==> config.mk <==
export PLATFORM = sky130hd
export DESIGN_NAME = mc_datapath
export DESIGN_NICKNAME = d
export VERILOG_FILES = /design/src/rtl/mc_pkg.sv /design/src/rtl/mc_grf.sv /design/src/rtl/mc_datapath.sv
export SDC_FILE = /design/constraint.sdc
export NUM_CORES = 2
export LEC_CHECK = 0
export CAP_MARGIN = 20
export CELL_PAD_IN_SITES_DETAIL_PLACEMENT = 2
export CELL_PAD_IN_SITES_GLOBAL_PLACEMENT = 2
export CORE_MARGIN = 1
export CORE_UTILIZATION = 35
export DETAILED_ROUTE_END_ITERATION = 16
export PLACE_DENSITY_LB_ADDON = 0.1
export SLEW_MARGIN = 0
export SYNTH_ARGS = -nofsm -noshare
export SYNTH_HDL_FRONTEND = slang
export SYNTH_SLANG_ARGS = --single-unit
==> constraint.sdc <==
create_clock -name clk -period 53.9 [get_ports clk]
set_input_delay 10.78 -clock clk [delete_from_list [all_inputs] [get_ports clk]]
set_output_delay 10.78 -clock clk [all_outputs]
set_load 0.02 [all_outputs]
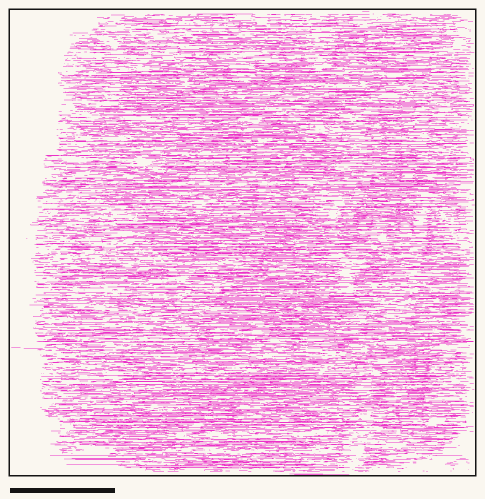
Fig. 1. Signal wires on met1.
Bar = 100 um.
- share of all routed wire: 44%
- main direction: horizontal
- wire length on this layer: 128 mm
Vias: 54200
drt total wl: 293000 um
M1 GR Usage: 0.401

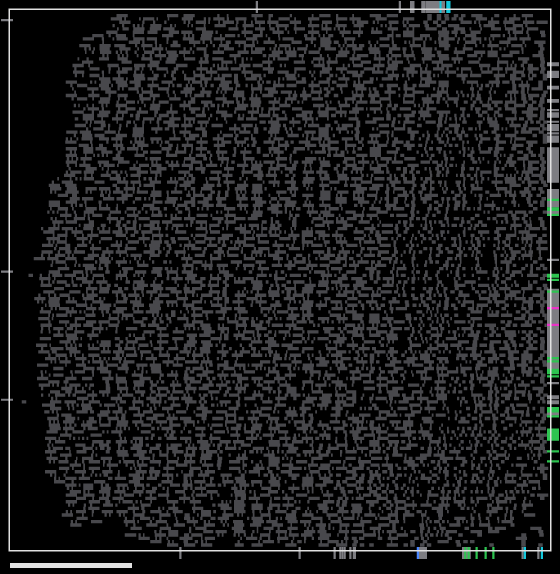
Fig. 2. Pin map.
Bar = 100 um. Pins as bars across the die edge, other pins in gray.
- magenta: `wdctr` (pins 2; direction input; edge east)
- cyan: `op` (pins 6; direction output; edge 4 north, 2 south)
- green: `imem_addr` (pins 32; direction output; edge 27 east, 5 south)
- blue: `regwrite` (pins 1; direction input; edge south)
- all pins by edge: 137 east, 31 south, 26 north, 3 west
PortBufs: 196
Die H: 441 um

==> results.sh <==
# physical design summary
export IMPL_fin_util=0.405
export IMPL_adder_share=0.0148
export IMPL_wl_met3_um=12600
export IMPL_rsz0062_at_grt="no"
export IMPL_crit_path_max_incr_delay_ps=650
export IMPL_hold_violations=0
export IMPL_r2r_cells=17
export IMPL_ys_ff=1251
export IMPL_flop_area_um2=31300
export IMPL_hold_path_depth=0
export IMPL_critPathBufInv=2
export IMPL_end_kind="output port"
export IMPL_holdCritPathClass="register to register"
export IMPL_setup_viol_count_final=0
export IMPL_combPwrFrac=0.409
export IMPL_place_area_um2=72000
export IMPL_insertion_delay_ps=830
export IMPL_tightest_slew_ps=1200
export IMPL_grt_pass1_vias=58900
export IMPL_cts_tree="done"
export IMPL_fillers=19700
export IMPL_clock_path_buffers=3
export IMPL_setup_slack_ps=30480
export IMPL_top_power_group="combinational cells"
export IMPL_cpMostUsedCell="clkdlybuf4s50_1"
export IMPL_synth_cells_yosys=6338
export IMPL_postSynthSeqShare=0.464
export IMPL_synthAoiAreaFrac=0.147
export IMPL_critPathTopFamily="buffers and inverters"
export IMPL_powerComb_mw=1.61
export IMPL_die_w_um=441
export IMPL_finClkSkew_ps=30.0
export IMPL_power_density_nw_per_um2=51.0
export IMPL_post_route_period_util=0.435
export IMPL_fp_util=0.354
export IMPL_area_delta_synth_final_pct=14.4
export IMPL_swShare=0.431
export IMPL_grt_overflow=0
export IMPL_synthXorXnorAreaFrac=0.0175
export IMPL_ant_nets=0
export IMPL_grt_max_degree=151
export IMPL_status="finished, final reports clean"
export IMPL_ys_types=72
export IMPL_dp_cells=8590
export IMPL_fp_nets=6486
export IMPL_synthCells=6338
export IMPL_top_area_cell="dfrtp_1"
export IMPL_yosys_top_cells_count="dfrtp_1 (1249), a21oi_1 (904), nor2_1 (901), clkbuf_1 (521), mux4_2 (492)"
export IMPL_r2r_setup_slack_ps=48780
export IMPL_slowest_stage="clkdlybuf4s50_1"
export IMPL_worstSetupPathType="input pin to output port"
export IMPL_switchingPower_mw=1.70
export IMPL_synthArstFlopShare=1.00
export IMPL_postSynthAreaPerCell_um2=10.6
export IMPL_gp_congestion=0.881
export IMPL_cts_setup_buffers=0
[routing by layer]
layer / up-vias / track usage
li1: 22800 / -
met3: 461 / 0.0395
met2: 1399 / 0.503
met1: 29500 / 0.401
met4: 2 / 0.113
met5: - / 0
[layout make-up]
cell class                 instances  area share
multi-input combinational       4421       0.441
sequential                      1251       0.406
clock buffer                     235      0.0599
timing repair buffer             378      0.0441
tap                             2511      0.0407
clock inverter                    43     0.00626
inverter                          32     0.00165
antenna                            5    0.000162
[worst reg2reg max path, delay by kind of cell, from the launching register on]
kind | cells | cell delay (ps)
AND-OR/OR-AND | 9 | 2460
multiplexers | 1 | 340
XOR/XNOR | 2 | 230
AND/OR/NAND/NOR | 3 | 810
flip-flops | 1 | 540
adder cells (fa/ha/maj) | 2 | 610
